--- src/rtl/id_ex_stage.sv ---
// ID/EX pipeline register with EX/MEM/WB operand forwarding, load-use bubble
// insertion and a running count of inserted bubbles.
module id_ex_stage #(
    parameter int XLEN     = 32,
    parameter int REG_ID_W = 6,
    parameter int CTRL_W   = 16
) (
    input  logic                clk,
    input  logic                reset_n,
    input  logic                id_valid,
    input  logic [XLEN-1:0]     id_pc,
    input  logic [REG_ID_W-1:0] id_rs1,
    input  logic [REG_ID_W-1:0] id_rs2,
    input  logic [REG_ID_W-1:0] id_rd,
    input  logic [XLEN-1:0]     id_imm,
    input  logic [CTRL_W-1:0]   id_ctrl,
    input  logic                id_is_load,
    input  logic                id_reg_write,
    input  logic [XLEN-1:0]     rf_read1_data,
    input  logic [XLEN-1:0]     rf_read2_data,
    input  logic [XLEN-1:0]     ex_fwd_data,
    input  logic                mem_reg_write,
    input  logic [REG_ID_W-1:0] mem_rd,
    input  logic [XLEN-1:0]     mem_fwd_data,
    input  logic                wb_reg_write,
    input  logic [REG_ID_W-1:0] wb_rd,
    input  logic [XLEN-1:0]     wb_fwd_data,
    input  logic                flush,
    input  logic                ex_hold,
    output logic                stall_out,
    output logic                ex_valid,
    output logic [XLEN-1:0]     ex_pc,
    output logic [XLEN-1:0]     ex_imm,
    output logic [XLEN-1:0]     ex_rs1_val,
    output logic [XLEN-1:0]     ex_rs2_val,
    output logic [REG_ID_W-1:0] ex_rd,
    output logic [CTRL_W-1:0]   ex_ctrl,
    output logic                ex_is_load,
    output logic                ex_reg_write,
    output logic [31:0]         load_use_count
);

    logic                valid_q,     valid_d;
    logic [XLEN-1:0]     pc_q,        pc_d;
    logic [XLEN-1:0]     imm_q,       imm_d;
    logic [XLEN-1:0]     rs1_val_q,   rs1_val_d;
    logic [XLEN-1:0]     rs2_val_q,   rs2_val_d;
    logic [REG_ID_W-1:0] rd_q,        rd_d;
    logic [CTRL_W-1:0]   ctrl_q,      ctrl_d;
    logic                is_load_q,   is_load_d;
    logic                reg_write_q, reg_write_d;
    logic [31:0]         lu_count_q,  lu_count_d;

    logic                load_use;
    logic                ex_can_fwd;
    logic [XLEN-1:0]     rs1_fwd;
    logic [XLEN-1:0]     rs2_fwd;

    // A load in EX has no data yet, so it is never an EX forwarding source.
    function automatic logic [XLEN-1:0] forward(
        input logic [REG_ID_W-1:0] src,
        input logic [XLEN-1:0]     rf_data,
        input logic                ex_ok,
        input logic [REG_ID_W-1:0] ex_dst,
        input logic [XLEN-1:0]     ex_data,
        input logic                mem_we,
        input logic [REG_ID_W-1:0] mem_dst,
        input logic [XLEN-1:0]     mem_data,
        input logic                wb_we,
        input logic [REG_ID_W-1:0] wb_dst,
        input logic [XLEN-1:0]     wb_data
    );
        if (src == '0)                    return '0;
        if (ex_ok  && ex_dst  == src)     return ex_data;
        if (mem_we && mem_dst == src)     return mem_data;
        if (wb_we  && wb_dst  == src)     return wb_data;
        return rf_data;
    endfunction

    assign ex_can_fwd = valid_q && reg_write_q && !is_load_q;

    assign rs1_fwd = forward(id_rs1, rf_read1_data, ex_can_fwd, rd_q, ex_fwd_data,
                             mem_reg_write, mem_rd, mem_fwd_data,
                             wb_reg_write, wb_rd, wb_fwd_data);
    assign rs2_fwd = forward(id_rs2, rf_read2_data, ex_can_fwd, rd_q, ex_fwd_data,
                             mem_reg_write, mem_rd, mem_fwd_data,
                             wb_reg_write, wb_rd, wb_fwd_data);

    assign load_use = id_valid && valid_q && is_load_q && reg_write_q &&
                      (rd_q != '0) && ((rd_q == id_rs1) || (rd_q == id_rs2));

    assign stall_out = load_use || ex_hold;

    always_comb begin
        // NOTE: every _d gets its hold value first so no path leaves it unassigned (no latch).
        valid_d     = valid_q;
        pc_d        = pc_q;
        imm_d       = imm_q;
        rs1_val_d   = rs1_val_q;
        rs2_val_d   = rs2_val_q;
        rd_d        = rd_q;
        ctrl_d      = ctrl_q;
        is_load_d   = is_load_q;
        reg_write_d = reg_write_q;
        lu_count_d  = lu_count_q;

        if (flush) begin
            valid_d = 1'b0;
        end else if (ex_hold) begin
            valid_d = valid_q;
        end else if (load_use) begin
            valid_d    = 1'b0;
            lu_count_d = lu_count_q + 32'd1;
        end else begin
            valid_d     = id_valid;
            pc_d        = id_pc;
            imm_d       = id_imm;
            rs1_val_d   = rs1_fwd;
            rs2_val_d   = rs2_fwd;
            rd_d        = id_rd;
            ctrl_d      = id_ctrl;
            is_load_d   = id_is_load;
            reg_write_d = id_reg_write;
        end
    end

    always_ff @(posedge clk) begin
        // NOTE: non-blocking assignments keep every register sampling pre-edge values.
        if (!reset_n) begin
            valid_q     <= 1'b0;
            pc_q        <= '0;
            imm_q       <= '0;
            rs1_val_q   <= '0;
            rs2_val_q   <= '0;
            rd_q        <= '0;
            ctrl_q      <= '0;
            is_load_q   <= 1'b0;
            reg_write_q <= 1'b0;
            lu_count_q  <= '0;
        end else begin
            valid_q     <= valid_d;
            pc_q        <= pc_d;
            imm_q       <= imm_d;
            rs1_val_q   <= rs1_val_d;
            rs2_val_q   <= rs2_val_d;
            rd_q        <= rd_d;
            ctrl_q      <= ctrl_d;
            is_load_q   <= is_load_d;
            reg_write_q <= reg_write_d;
            lu_count_q  <= lu_count_d;
        end
    end

    assign ex_valid       = valid_q;
    assign ex_pc          = pc_q;
    assign ex_imm         = imm_q;
    assign ex_rs1_val     = rs1_val_q;
    assign ex_rs2_val     = rs2_val_q;
    assign ex_rd          = rd_q;
    assign ex_ctrl        = ctrl_q;
    assign ex_is_load     = is_load_q;
    assign ex_reg_write   = reg_write_q;
    assign load_use_count = lu_count_q;

endmodule

--- config.mk ---
export PLATFORM = sky130hd
export DESIGN_NAME = id_ex_stage
export DESIGN_NICKNAME = d
export VERILOG_FILES = /design/src/rtl/id_ex_stage.sv
export SDC_FILE = /design/constraint.sdc
export NUM_CORES = 1
export LEC_CHECK = 0
export CAP_MARGIN = 30
export CORE_AREA = 2 2 182 184
export CTS_BUF_LIST = sky130_fd_sc_hd__clkbuf_4 sky130_fd_sc_hd__clkbuf_8
export DETAILED_ROUTE_END_ITERATION = 8
export DIE_AREA = 0 0 184 186
export PLACE_DENSITY = 0.65
export SLEW_MARGIN = 0
export SYNTH_ARGS = -nofsm -noshare
export SYNTH_HDL_FRONTEND = slang
export SYNTH_SLANG_ARGS = --single-unit
--- constraint.sdc ---
create_clock -name clk -period 3.3 [get_ports clk]
set_clock_uncertainty 0.2 [all_clocks]
set_input_delay 0.33 -clock clk [delete_from_list [all_inputs] [get_ports clk]]
set_output_delay 0.33 -clock clk [all_outputs]
set_load 0.01 [all_outputs]
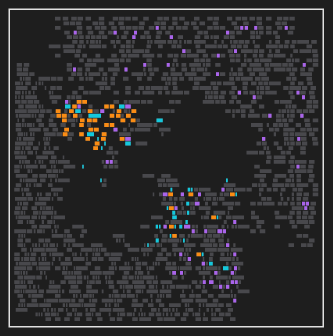
Run 1: logic cells by family
purple -> AND and OR gates  # cells 70, most used and2_1
orange -> XOR/XNOR gates  # cells 44, most used xnor2_1
cyan -> NOR gates  # cells 35, most used nor2_1
Final Instance Count excl. Fillers: 1903
logic share of the area: 33.39%
most frequent logic cell in the layout: clkdlybuf4s50_1

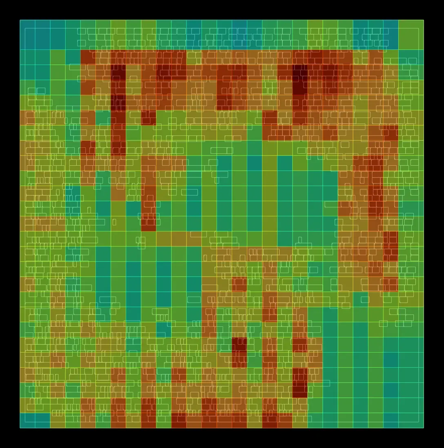
Run 1: routing congestion
Final Util: 44.90%
met3 global-route usage: 6.809%
final routed wire length divided by cell count: 20.61 um

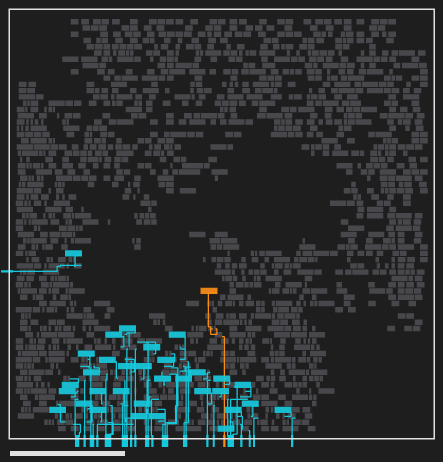
Run 1: wires at chosen ports, followed through buffers
Scale bar: 50 um.
orange -> ex_valid  # direction output, end cells 1, buffers 1, wire 73.8 um
cyan -> ex_pc  # direction output, end cells 32, buffers 32, wire 1010 um
num ports: 465
port bufs: 464

==> impl_results.rst, run 1 <==
Flow metrics
------------

.. list-table::
   :header-rows: 1

   * - Metric
     - Value
   * - TritonCTS Buffers
     - 17
   * - Cells resized by post-CTS repair
     - 0
   * - CTS tree
     - done
   * - Synthesis Warnings
     - 0
   * - Total iterations of the first detailed-routing run
     - 6
   * - Crit path arrival time
     - 2.55 ns
   * - Die Y
     - 186 um
   * - Worst Setup Start Kind
     - flop
   * - Setup repair after global routing missed its margin
     - false
   * - Core utilization at floorplan
     - 27.37%
   * - Cell count after synthesis
     - 1052
   * - Count of tool warnings
     - 29
   * - Global route total overflow
     - 0
   * - Met2 track utilization from global routing
     - 35.55%
   * - Worst voltage drop across the vdd grid
     - 0.3812 mV
   * - Post-route design area
     - 14460 um2
   * - Biggest cell delay along the critical path
     - 0.57 ns
   * - CTS H-tree depth
     - 4
   * - Result of the run
     - finished clean
   * - Finish-stage setup viols
     - 0
   * - Fillers
     - 3111
   * - Number of antenna-violating nets in the routed design
     - 0
   * - Worst slew pin tran
     - 0.6154 ns
   * - Nets at Floorplan
     - 1332
   * - DR vias
     - 10090
   * - Chip Area
     - 34220 um2
   * - Number of standard-cell rows in the floorplan
     - 66
   * - Busiest grt layer
     - met2
   * - Predominant post-synthesis flop cell
     - dfxtp_1
   * - Post-synthesis sequential element count
     - 185
   * - Kind of end point of the critical path
     - output pin
   * - Width of the chip
     - 184 um
   * - Top logic cells by instance count in the layout
     - 464 x clkdlybuf4s50_1, 195 x nand2_1, 185 x dfxtp_1
   * - Yosys stat cell total
     - 1052
   * - Avg Synthesized Cell Area
     - 8.380 um2
   * - Layout overhead on the synthesized area
     - 64.01%
   * - Sum Neg Setup Slack
     - 0 ns
   * - Seq share, synth
     - 42.01%
   * - CTS clock-pin slew for the worst setup and hold paths
     - 0.12 ns
   * - Achievable Freq
     - 324.7 MHz
   * - Part of the cycle the worst path needs
     - 93.33%
   * - Slowest CP cell
     - clkdlybuf4s50_1
   * - Number of max-capacitance violations reported
     - 0
   * - Final total power
     - 0.004937 W
   * - Final weighted congestion in routability-driven placement
     - 0.9056
   * - Pre-CTS setup slack
     - 0.06074 ns
   * - Later-pin clock latency in the skew report
     - 0.49 ns
   * - Biggest fanout along the worst timing path
     - 5
   * - Worst Setup Path Type
     - flop to output pin
   * - Chip Area, Yosys
     - 8816 um2
   * - Fin crit period
     - 3.080 ns
   * - Overall track demand over capacity in global routing
     - 21.97%
   * - Slew Limit Headroom
     - 58.75%
   * - Number of global-route vias before repair
     - 9566
   * - Number of nets at the end of the flow
     - 1760
   * - Vias per inst
     - 5.304
   * - Type of the worst min-delay path
     - input port to flop
   * - Final-report hold violation count
     - 0
   * - Cell area after placement
     - 14070 um2
   * - Reg2reg setup slack
     - 0.59 ns
   * - Pin count of the biggest net entering global routing
     - 116
   * - Cell Chain, Critical Path
     - xor2_1 -> nor4_4 -> a22o_1 -> nand2_1 -> nand2b_1 -> clkdlybuf4s50_1
   * - Clock sink count
     - 185
   * - Share of synthesized registers carrying an async set or reset
     - 0%
   * - Core Footprint
     - 32210 um2
   * - Total of hold buffers inserted after clock tree synthesis
     - 0
   * - Data required time at the worst endpoint
     - 2.77 ns
## run 1: area by class of cell
| class | count | area, um2 | share of cell area (%) |
|---|---|---|---|
| clock buffer | 18 | 247.7 | 1.713 |
| multi-input combinational | 774 | 4828 | 33.39 |
| timing repair buffer | 499 | 5020 | 34.72 |
| antenna | 2 | 5.005 | 0.03461 |
| tap | 408 | 510.5 | 3.531 |
| inverter | 3 | 12.51 | 0.08653 |
| clock inverter | 14 | 131.4 | 0.9086 |
| sequential | 185 | 3704 | 25.61 |
## run 1: path summary, 6_finish.rpt
path / start / end / cells after the start
max reg2reg: ex_rd[0] / ex_rs1_val[4] / 8
min: id_reg_write / ex_reg_write / 3
min reg2reg: ex_pc[26] / ex_pc[26] / 2
max: ex_rd[0] / stall_out / 6
## run 1: cell families after synthesis
group                    after synthesis  share of synthesized area, %
AND-OR/OR-AND                        392                         30.94
flip-flops                           185                         42.01
multiplexers                           4                        0.4542
buffers and inverters                 93                         4.215
AND/OR/NAND/NOR                      333                         17.87
adder cells (fa/ha/maj)                1                        0.1419
XOR/XNOR                              44                         4.371
## run 1: synth_stat cells, drive strengths merged, types with 2 or more instances
master     n  share of area [%]
o2bb2ai   64                6.4
nand3     13               0.74
xor2      18                1.8
xnor2     26                2.6
nor2      18               0.79
o311ai     2               0.20
a21oi    107                6.1
and4       4               0.40
nor4       5               0.50
a2bb2oi   64                6.4
and2      34                2.4
dfxtp    185                 42
clkbuf    79                3.4
nand3b     2               0.17
o21a       2               0.17
buf        9               0.50
a221oi    64                6.4
or3       18                1.3
nand4     13               0.92
or4b       2               0.23
o21ai     81                4.6
mux2i      4               0.45
inv        3               0.13
nand2b     5               0.35
nor3       9               0.57
nand2    195                8.3
a22oi      2               0.23
or4        3               0.26
and3       8               0.57
## run 1: flip-flops by register name, summed over array words and instances (netlist names), 6 cells and up
name,flops
ex_ctrl,16
ex_imm,32
ex_pc,32
ex_rd,6
ex_rs1_val,32
ex_rs2_val,32
load_use_count,32
## run 1: power breakdown
| part | internal [W] | leakage, nW | switching, W |
|---|---|---|---|
| combinational | 0.000620 | 3.31 | 0.000418 |
| sequential | 0.00232 | 1.51 | 0.0000552 |
| clock | 0.000572 | 0.184 | 0.000949 |
| total | 0.00351 | 5.00 | 0.00142 |
## run 1: through the flow
| step | hold slack [ns] | std cells |
|---|---|---|
| 6_report | 0.1655 | 1903 |
| 5_1_grt | 0.1272 | 1902 |
| 4_1_cts | 0.1038 | 1901 |
| 3_5_place_dp | 0.2457 | 1869 |
| 3_3_place_gp | 0.2406 | 1869 |
| 2_1_floorplan | 0.2093 | 1052 |
## run 1: metal layers
layer  share of wire (%)  vias up
met5                   0        -
met4                 3.9        0
met3                 9.4       85
met2                  48      537
li1                    -     4741
met1                  39     4731
## run 1: critical path: cells and delay by family, from the launching register on
kind	cells	cell delay, ns
buf+inv	1	0.57
xor+xnor	1	0.15
simple gates	3	0.58
compound gates	1	0.24
flops	1	0.52
Run 1, zoomed window:
Scale bar: 10 um. Region (34, 34) to (59, 59) um. Cells in grey, sequential cells in the stronger grey; small squares are vias.
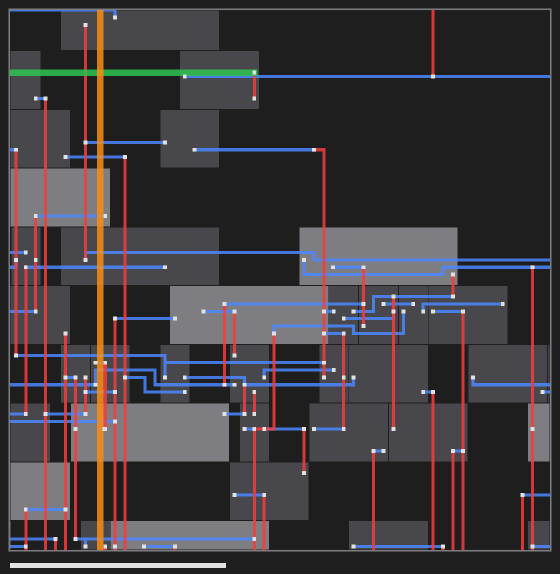

--- run 2 (diff from run 1) ---
--- a/config.mk
+++ b/config.mk
@@ -5,9 +5,8 @@
 export SDC_FILE = /design/constraint.sdc
 export NUM_CORES = 1
 export LEC_CHECK = 0
-export CAP_MARGIN = 30
+export CAP_MARGIN = 20
 export CORE_AREA = 2 2 182 184
-export CTS_BUF_LIST = sky130_fd_sc_hd__clkbuf_4 sky130_fd_sc_hd__clkbuf_8
 export DETAILED_ROUTE_END_ITERATION = 8
 export DIE_AREA = 0 0 184 186
 export PLACE_DENSITY = 0.65
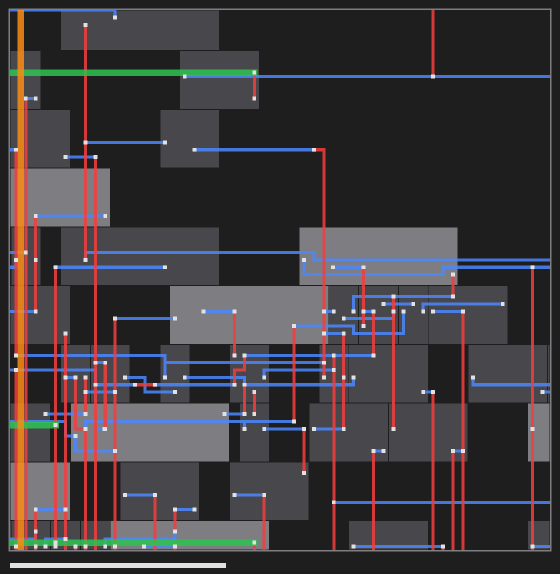
Run 2: zoomed window
Scale bar: 10 um. Region (34, 34) to (59, 59) um. Cells in grey, sequential cells in the stronger grey; small squares are vias.
green -> metal 3
red -> metal 2
blue -> metal 1
orange -> metal 4
most frequent = clkdlybuf4s50_1 (12), nand2_1 (9), dfxtp_1 (5)
netlist names of flops here include = ex_pc (3), ex_imm (2)
cells with their middle in the window = 33
sequential cells in the window = 5

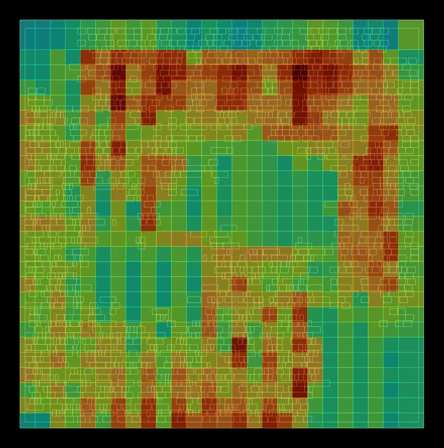
Run 2: routing congestion
Final Util: 45.50%
overall track demand over capacity in global routing: 22.03%
busiest grt layer: met2

==> run 2 against run 1 <==
  * Register-to-register slack hardly changed
  * Worst hold slack improved by 0.052 ns
  * Synthesized cell count unchanged
==> impl_results.rst, run 2 <==
Flow metrics
------------

.. list-table::
   :header-rows: 1

   * - Metric
     - Value
   * - DR vias
     - 10130 (+0.34%)
   * - Slew Limit Headroom
     - 59.19% (+0.44 points)
   * - Number of max-capacitance violations reported
     - 0 (unchanged)
   * - Cell count after synthesis
     - 1052 (unchanged)
   * - Worst Setup Path Type
     - flop to output pin
   * - Slowest CP cell
     - clkdlybuf4s50_1
   * - Result of the run
     - finished clean
   * - Width of the chip
     - 184 um (unchanged)
   * - Worst Setup Start Kind
     - flop
   * - Layout overhead on the synthesized area
     - 66.21%
   * - Num ports
     - 465 (unchanged)
   * - CTS clock-pin slew for the worst setup and hold paths
     - 0.08 ns (-0.04 ns)
   * - Post-synthesis adder-cell area fraction
     - 0.1419% (unchanged)
   * - Top logic cells by instance count in the layout
     - 464 x clkdlybuf4s50_1, 195 x nand2_1, 185 x dfxtp_1
   * - Pre-CTS setup slack
     - 0.06074 ns (unchanged)
   * - Data required time at the worst endpoint
     - 2.77 ns (about the same)
   * - Cell Chain, Critical Path
     - xor2_1 -> nor4_4 -> a22o_1 -> nand2_1 -> nand2b_1 -> clkdlybuf4s50_1
   * - Mux cell area share
     - 0.4542% (unchanged)
   * - Final weighted congestion in routability-driven placement
     - 0.9056 (unchanged)
   * - Core Footprint
     - 32210 um2 (unchanged)
   * - Worst reg2reg path depth
     - 8 (unchanged)
   * - CTS tree
     - done
   * - Synthesized-area fraction occupied by xor and xnor cells
     - 4.371% (unchanged)
   * - Worst slew pin tran
     - 0.6088 ns (-0.006610 ns)
   * - Port bufs
     - 464 (unchanged)
   * - Crit path arrival time
     - 2.51 ns (-0.04 ns)
   * - Number of nets at the end of the flow
     - 1760 (unchanged)
   * - Seq share, synth
     - 42.01% (unchanged)
   * - Clock sink count
     - 185 (unchanged)
   * - Global route total overflow
     - 0 (unchanged)
   * - Most area-hungry cell type in the Yosys netlist
     - dfxtp_1
   * - Worst Path Buf+Inv
     - 1 (unchanged)
   * - Critical path depth in cells
     - 6 (unchanged)
   * - Delay-heaviest family, CP
     - simple AND/OR/NAND/NOR gates
   * - Predominant post-synthesis flop cell
     - dfxtp_1
   * - Chip Area
     - 34220 um2 (unchanged)
   * - Biggest cell delay along the critical path
     - 0.57 ns (about the same)
   * - Vias per inst
     - 5.319 (+0.28%)
   * - Synth top cell by count
     - nand2_1
   * - Post-route design area
     - 14650 um2 (+1.3%)
   * - Number of standard-cell rows in the floorplan
     - 66 (unchanged)
   * - Final-report hold violation count
     - 0 (unchanged)
   * - Type of the worst min-delay path
     - input port to flop
   * - Die Y
     - 186 um (unchanged)
   * - Cell depth of the worst hold path
     - 3 (unchanged)
   * - Setup repair after global routing missed its margin
     - false
   * - Placed Instances
     - 1869 (unchanged)
   * - Cell area after placement
     - 14070 um2 (unchanged)
   * - Most frequent logic cell in the layout
     - clkdlybuf4s50_1
   * - Simple-gate share of the synthesized area
     - 17.87% (unchanged)
   * - Later-pin clock latency in the skew report
     - 0.45 ns (-0.04 ns)
   * - AO/OA Area Share
     - 30.94% (unchanged)
   * - Share of synthesized registers carrying an async set or reset
     - 0% (unchanged)
   * - Largest logic family
     - AND-OR/OR-AND gates
   * - Synth cell count leaders
     - 195 x nand2_1, 185 x dfxtp_1, 106 x a21oi_1, 80 x o21ai_0, 78 x clkbuf_1
   * - Final Instance Count excl. Fillers
     - 1904 (+0.053%)
   * - Pin count of the biggest net entering global routing
     - 116 (unchanged)
   * - Count of tool warnings
     - 29 (unchanged)
run 2: cell counts after synthesis:
No cell type changed its count.
run 2: worst min-delay path, delay by kind of cell:
kind,cells,cell delay [ns]
buf+inv,1,0.39
simple gates,1,0.05
compound gates,1,0.05
run 2: how the worst max path moves through the flow:
| stage | startpoint | end | slack, ns |
|---|---|---|---|
| 2_1_floorplan | ex_rd[2] | load_use_count[30] | 0.90 |
| 3_3_place_gp | id_rs1[0] | ex_rs1_val[7] | 0.12 |
| 3_5_place_dp | id_rs2[0] | ex_rs1_val[4] | 0.06 |
| 4_1_cts | ex_rd[0] | stall_out | 0.08 |
| 5_1_grt | ex_rd[0] | stall_out | 0.10 |
| 6_report | ex_rd[0] | stall_out | 0.26 |
run 2: metal layers:
metal | wire length (um) | track usage [%]
met1 | 15170 | 26.54
met2 | 18850 | 35.76
met3 | 3667 | 6.770
met4 | 1565 | 10.62
met5 | 0 | 0
run 2: through the flow:
stage / total power, W / hold WS [ns] / util, %
2_1_floorplan: 0.002781 / 0.2093 / -
3_3_place_gp: 0.003458 / 0.2406 / 43.68
3_5_place_dp: 0.003461 / 0.2457 / 43.68
4_1_cts: 0.005500 / 0.1853 / 45.45
5_1_grt: 0.005668 / 0.2058 / 45.48
6_report: 0.005442 / 0.2175 / 45.50
run 2: power by group:
part | switching, W | leakage (nW) | internal (W)
combinational | 0.000418 | 3.31 | 0.000620
sequential | 0.0000554 | 1.51 | 0.00232
clock | 0.00101 | 0.271 | 0.00102
total | 0.00148 | 5.09 | 0.00396
run 2: layout make-up:
type	count	area [um2]
multi-input combinational	774	4828
clock buffer	18	439.2
antenna	3	7.507
fill	3085	17550
inverter	3	12.51
timing repair buffer	499	5020
sequential	185	3704
clock inverter	14	131.4
tap	408	510.5
run 2: cells by family (layout without fill, tap and decap cells):
logic type / Yosys count / in the layout
simple gates: 333 / 333
xor+xnor: 44 / 44
flops: 185 / 185
fa+ha+maj: 1 / 1
buf+inv: 93 / 534
compound gates: 392 / 392
other cells: 0 / 3
mux: 4 / 4
run 2: timing repair:
| item | CTS | global route |
|---|---|---|
| setup buffers | 0 | 0 |
| endpoints found under the setup margin | 0 | 1 |
| resized | 0 | 1 |
| hold buffers | 0 | 0 |
Power figures rest on the tool's default switching activity, not on a simulated workload.
